==> config.mk <==
export PLATFORM = sky130hd
export DESIGN_NAME = exch9_ctrl
export DESIGN_NICKNAME = d
export VERILOG_FILES = /design/src/rtl/exch9_pkg.sv /design/src/rtl/exch9_sclk_gen.sv /design/src/rtl/exch9_ctrl.sv
export SDC_FILE = /design/constraint.sdc
export NUM_CORES = 1
export LEC_CHECK = 0
export CAP_MARGIN = 20
export CORE_MARGIN = 2
export CORE_UTILIZATION = 50
export CTS_CLUSTER_DIAMETER = 60
export DETAILED_ROUTE_END_ITERATION = 8
export GPL_TIMING_DRIVEN = 1
export HOLD_SLACK_MARGIN = 0.15
export PLACE_DENSITY = 0.84
export SETUP_SLACK_MARGIN = 0.4
export SYNTH_ARGS = -nofsm -noshare
export SYNTH_HDL_FRONTEND = slang
export SYNTH_HIERARCHICAL = 1
export SYNTH_SLANG_ARGS = --single-unit
==> constraint.sdc <==
create_clock -name clk -period 5.85 [get_ports clk]
set_clock_uncertainty 0.1 [all_clocks]
set_input_delay 0.585 -clock clk [delete_from_list [all_inputs] [get_ports clk]]
set_output_delay 0.585 -clock clk [all_outputs]
set_load 0.03 [all_outputs]
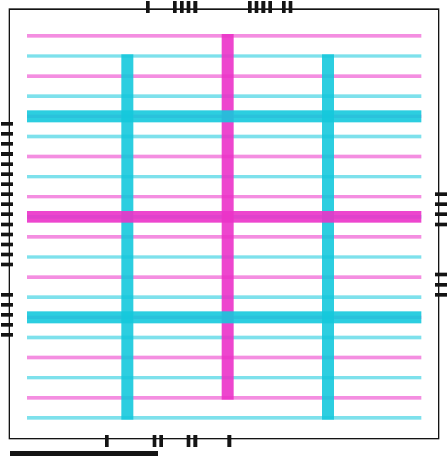
Figure 1: run 1, floorplan with the power grid.
Scale bar: 20 um. Pins as bars on the die edge.
net	color
VSS	cyan
VDD	magenta
met5 straps	3
met1 rails	20
signal pins	44
die height: 57.90 um
worst ir drop on vdd: 0.0001951 V
horizontal die size: 57.90 um
placeable core region: 2758 um2

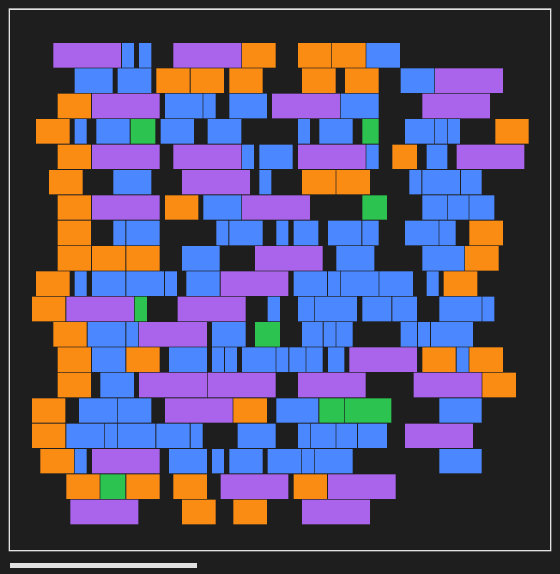
Figure 2: run 1, placement by cell class.
Scale bar: 20 um.
class	color	cells
remaining buffers and delay cells	orange	44
remaining logic cells	blue	104
clock drivers and dummy loads	green	8
registers	purple	30
row cnt: 19
final standard cell area without fillers: 1938 um2

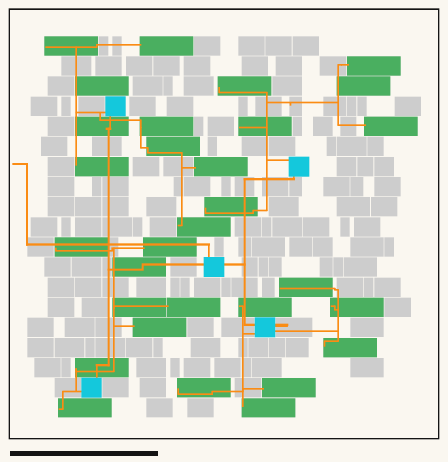
Figure 3: run 1, clock network drawn from the DEF.
Scale bar: 20 um.
[clock wires] orange | length: 377 um
[clock-net drivers] cyan | count: 5
[flip-flops] green | count: 30
flops lie	spread over the die
routed clock nets	6
clock group total power: 130 uW
worst-skew pair later-pin latency: 0.34 ns
Clk pwr share: 0.311

==> flow_summary.yaml, run 1 <==
# yosys + openroad results
outcome:
  run_status: "complete, no violations"
layout:
  area.growth.synth_to_final_pct: 33.42
  layout.cells.non_filler: 217
  diodes_inserted: 0
  mostFrequentLayoutCell: "clkdlybuf4s50_1"
  final_util: 0.7028
  num-nets-final: 213
die:
  dieArea_um2: 3352
  io_pins: 44
setup_path:
  critical_path_required_ns: 5.16
  setup.worst_path.class: "reg -> out"
  critical_path.slowest_cell: "clkdlybuf4s50_1"
  path_max_fanout: 3
  critical_path_arrival_ns: 1.74
  worst-r2r-setup-slack_ns: 3.58
  worst_setup_end_kind: "output pin"
  worst-r2r-cell-count: 8
  slowest_delay_ns: 0.67
  worstPathCellList: "inv_1 -> ha_1 -> clkdlybuf4s50_1"
flow_run:
  stage_log_warnings: 30
  cap_violations: 0
pwr:
  internal-power_uw: 307.5
  seqPwrFrac: 0.517
  power.share.combinational: 0.172
  fin_total_pwr_uw: 418.3
sta:
  setup-tns-final_ns: 0
  rsz0062_at_grt: "no"
  layout_min_cycle_time_ns: 2.422
  setup-violations-final: 0
  timing_worst_slew_pin_value_ns: 1.076
  fmaxAchievable_mhz: 412.9
  timing_hold_violations_final: 0
  slew-limit-headroom: 0.2807
synth:
  post_synth_inst_count: 144
  syn_area_per_cell_um2: 10.09
  ys_area_um2: 1453
  proportion_of_synthesized_chip_area_in_sequential_cells: 0.4134
  simple_gate_share: 0.1525
  synth_async_sr_flop_share: 0
  synth.logic.top_family: "multiplexers"
  netlist_top_cells_count: "30 x dfxtp_1, 26 x nor2_1, 22 x mux2i_1"
  edf_count: 0
  netlist.area_leader.share: 0.4134
  post-synth-top-area-cell: "dfxtp_1"
  netlist.top_cell.by_instances: "dfxtp_1"
  post_syn_area_um2: 1453
  yosysCellCount: 144
  mappedNetlistNets: 172
  yosys_warnings: 6
  yosys.area_share.aoi: 0.02670
place:
  detailed_place.area_um2: 1878
  dp_hpwl_um: 2071
  preCtsSetupSlack_ns: 3.545
  placed_cells_incl_taps: 209
clock_tree:
  ctsResizeCount: 0
  ctsHtreeMaxLevel: 2
  cts_hold_buf: 0
  tritoncts_num_sinks: 30
  cts_made_buffers: 5
  cts_max_path_buffers: 2
  post_cts.repair.setup_buffers: 0
  tritoncts: "built"
  clk_root_buffer_cell: "clkbuf_4"
grt:
  first_pass_grt_wire_length_um: 4871
  grt-ovfl-total: 0
  antenna_violations_before_repair: 0
  use_met2: 0.3101
  grt_util_all_layers: 0.1900
  first_global_vias: 1147
  maximum_number_of_pins_on_one_net_before_global_route_repair: 30
drt:
  dr_total_vias: 1122
  avgRoutedWirePerCell_um: 13.79
  route.detailed.drc: 0
  via_per_inst: 5.171
  drt_first_pass_iters: 4
  drt-initial-drc-count: 33
  antenna_violating_nets_post_route: 0
min_path:
  min_path_cells: 2
  hold_class: "reg -> reg"
[run 1: area by class of cell]
class / instances / area [um2]
clock buffers: 7 / 55.05
clock inverters: 1 / 5.005
fillers: 222 / 819.5
inverters: 5 / 18.77
multi-input cells: 99 / 782.0
flip-flops and latches: 30 / 600.6
well taps: 31 / 38.79
repair buffers: 44 / 437.9
[run 1: power groups by stage]
stage / Sequential, mW / Combinational, mW / Clock, mW
global placement: 0.221 / 0.0705 / 0
CTS: 0.216 / 0.0725 / 0.133
global route: 0.217 / 0.0768 / 0.141
finish: 0.216 / 0.0720 / 0.130
floorplan: 0.232 / 0.0301 / 0
detailed placement: 0.221 / 0.0717 / 0
[run 1: worst max-delay path, delay by kind of cell, from the launching register on]
kind       cells  cell delay [ns]
fa+ha+maj      1             0.29
buf+inv        2             0.74
flops          1             0.37
==> run 2, diff against run 1 <==
Settings changed: CORE_UTILIZATION 50 to 46, PLACE_DENSITY 0.84 to 0.79.
Clock period 5.85 ns to 2.4 ns, I/O delays scaled along.
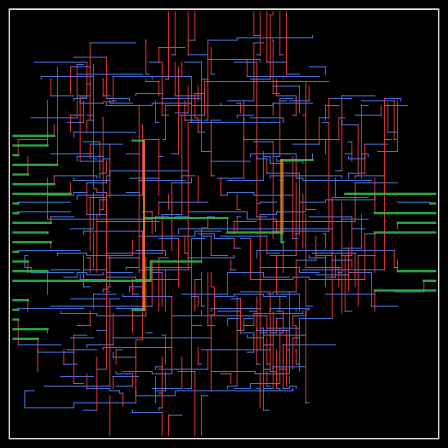
Figure 4: run 2, metal layers overlaid.
layer	color	wire length
M4	orange	34.0 um
M1	blue	1380 um
M2	red	1380 um
M3	green	178 um
total length of routed wires: 2972 um
via count: 1153
total routing resource utilization after global routing: 0.1777
routed wire length per instance: 12.76 um

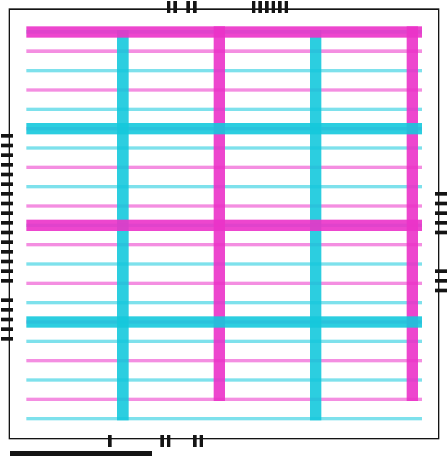
Figure 5: run 2, floorplan with the power grid.
Scale bar: 20 um. Pins as bars on the die edge.
net	color
VDD	magenta
VSS	cyan
met4 straps	4
signal pins	44
rows	20
met5 straps	4
die height: 60.20 um
worst ir drop on vdd: 0.0003325 V
placeable core region: 3028 um2
horizontal die size: 60.20 um

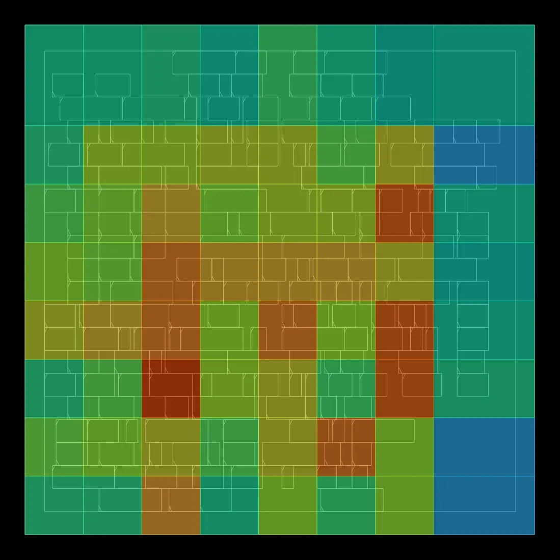
Figure 6: run 2, congestion heat map.
most used routing layer: met2
global-route met2 utilization: 0.2888
GRT met3 Usage: 0.05628
Layout Utilization: 0.6574
met1 demand-to-capacity share in global routing: 0.2169

==> run 2 against run 1 <==
Combinational power up 150%. Worst setup slack got worse by 2.9 ns. Largest power group unchanged. Core utilization decreased by 4.5 points. Sequential share of layout area decreased by 0.82 points. Die area grew 8.1%. Clock power increased by 140%. Critical path depth decreased by 1.
==> flow_summary.yaml, run 2 <==
# yosys + openroad results
place:
  preCtsSetupSlack_ns: 0.3313
  numPortBuffers: 43
  placed_cells_incl_taps: 225
  detailed_place.area_um2: 1917
  gpl.final_weighted_congestion: 0.7401
  dp_hpwl_um: 2135
drt:
  dr_wl_met3_um: 178
  antenna_violating_nets_post_route: 0
  top_layer_used: "met4"
  route.detailed.drc: 0
  via_per_inst: 4.948
  drt_first_pass_iters: 3
  total_length_of_routed_met2_wires_um: 1381
  route.layer.met1.wl_um: 1378
  drt-initial-drc-count: 18
layout:
  layout.cells.non_filler: 233
  diodes_inserted: 0
  mostFrequentLayoutCell: "clkdlybuf4s50_1"
  layout.cells.most_common_list: "42 x clkdlybuf4s50_1, 30 x dfxtp_1, 25 x nor2_1"
  postLayoutCellArea_um2: 1991
  area.growth.synth_to_final_pct: 37.04
  num-nets-final: 216
  fraction_of_final_layout_cells_with_drive_strength_greater_than_1: 0.1799
  n_fill_cell: 257
die:
  floorplan.core_util: 0.4798
  dieArea_um2: 3623
  rows: 20
  io_pins: 44
setup_path:
  critPathBufInv: 1
  critical_path.slowest_cell: "clkdlybuf4s50_1"
  worstPathCellList: "ha_1 -> clkdlybuf4s50_1"
  worst_setup_end_kind: "output pin"
  crit_family: "buffers and inverters"
  critical_path_required_ns: 2.06
  worst-r2r-cell-count: 7
  critical_path_arrival_ns: 1.56
  slowest_delay_ns: 0.66
  critPathLaunchType: "flop"
  worst-r2r-setup-slack_ns: 0.53
  path_max_fanout: 3
  crit_cells: 2
  setup.worst_path.class: "reg -> out"
sta:
  fin_hold_ws_ns: 0.3426
  fmaxAchievable_mhz: 526.4
  slew-limit-headroom: 0.6525
  setup-tns-final_ns: 0
  final_max_slew_viol_count: 0
  final.setup.worst_slack_ns: 0.5003
  timing_hold_violations_final: 0
  timing_worst_slew_pin_value_ns: 0.5212
  setup-violations-final: 0
  fin_crit_sh: 0.7915
  rsz0062_at_grt: "no"
  layout_min_cycle_time_ns: 1.900
min_path:
  min_path_cells: 2
  hold_class: "reg -> reg"
clock_tree:
  ctsHtreeMaxLevel: 2
  cts_made_buffers: 5
  tritoncts_num_sinks: 30
  clk_root_buffer_cell: "clkbuf_4"
  tritoncts: "built"
  cts_max_path_buffers: 2
  reg_clk_slew_reported_paths_ns: 0.09
  clkLatencyLatePin_ns: 0.32
  cts_hold_buf: 0
synth:
  proportion_of_synthesized_chip_area_in_sequential_cells: 0.4134
  adder_share: 0.06029
  netlist.area_leader.share: 0.4134
  yosys_warnings: 6
  yosys.area_share.aoi: 0.02670
  ys.flop_type: "dfxtp_1"
  top_cells_by_area: "dfxtp_1 41%, mux2i_1 15%, mux2_2 14%"
  netlist_top_cells_count: "30 x dfxtp_1, 26 x nor2_1, 22 x mux2i_1"
  post-synth-top-area-cell: "dfxtp_1"
  synth_xor_xnor_area_share: 0.006029
  mappedNetlistNets: 172
  synth.logic.top_family: "multiplexers"
  ys_area_um2: 1453
  post_syn_area_um2: 1453
  synth_async_sr_flop_share: 0
  edf_count: 0
  ys.flops: 30
  netlist.top_cell.by_instances: "dfxtp_1"
  simple_gate_share: 0.1525
  post_synth_inst_count: 144
  syn_area_per_cell_um2: 10.09
  library_cells_used_by_synthesis: 26
  mux_area_frac: 0.2911
  yosysCellCount: 144
pwr:
  internal-power_uw: 751.2
  p_seq_uw: 527
  power.share.combinational: 0.176
  sw_frac_of_total: 0.2583
  comb-power_uw: 178
  power.density_nw_per_um2: 508.8
  power.clock.fraction: 0.304
  seqPwrFrac: 0.520
  cellLeakagePower_nw: 0.7235
  power.net_switching_uw: 261.6
  dominant_power_group: "registers"
  fin_total_pwr_mw: 1.013
  clock_group_total_power_uw: 307
flow_run:
  cap_violations: 0
  stage_log_warnings: 30
grt:
  antenna_violations_before_repair: 0
  first_pass_grt_wire_length_um: 4830
  maximum_number_of_pins_on_one_net_before_global_route_repair: 24
  grt-ovfl-total: 0
  first_global_vias: 1139
outcome:
  run_status: "complete, no violations"
## run 2: cell types whose count changed in the layout (fill, tap and decap cells not counted), sizes merged
| cell | previous run | this run |
|---|---|---|
| clkdlybuf4s50 | 43 | 42 |
| buf | 1 | 4 |
| dlygate4sd2 | 0 | 1 |
## run 2: area by class of cell
class / count / area (um2) / area share
Multi-Input combinational cell: 99 / 797.0 / 0.4004
Sequential cell: 30 / 600.6 / 0.3017
Timing Repair Buffer: 47 / 459.2 / 0.2307
Clock buffer: 7 / 55.05 / 0.02766
Tap cell: 44 / 55.05 / 0.02766
Inverter: 5 / 18.77 / 0.009428
Clock inverter: 1 / 5.005 / 0.002514
## run 2: repair_timing
action / CTS / global route
setup endpoints to repair: 19 / 3
gates cloned: 0 / 0
resized: 2 / 2
setup buffers: 0 / 0
Power figures rest on the tool's default switching activity, not on a simulated workload.
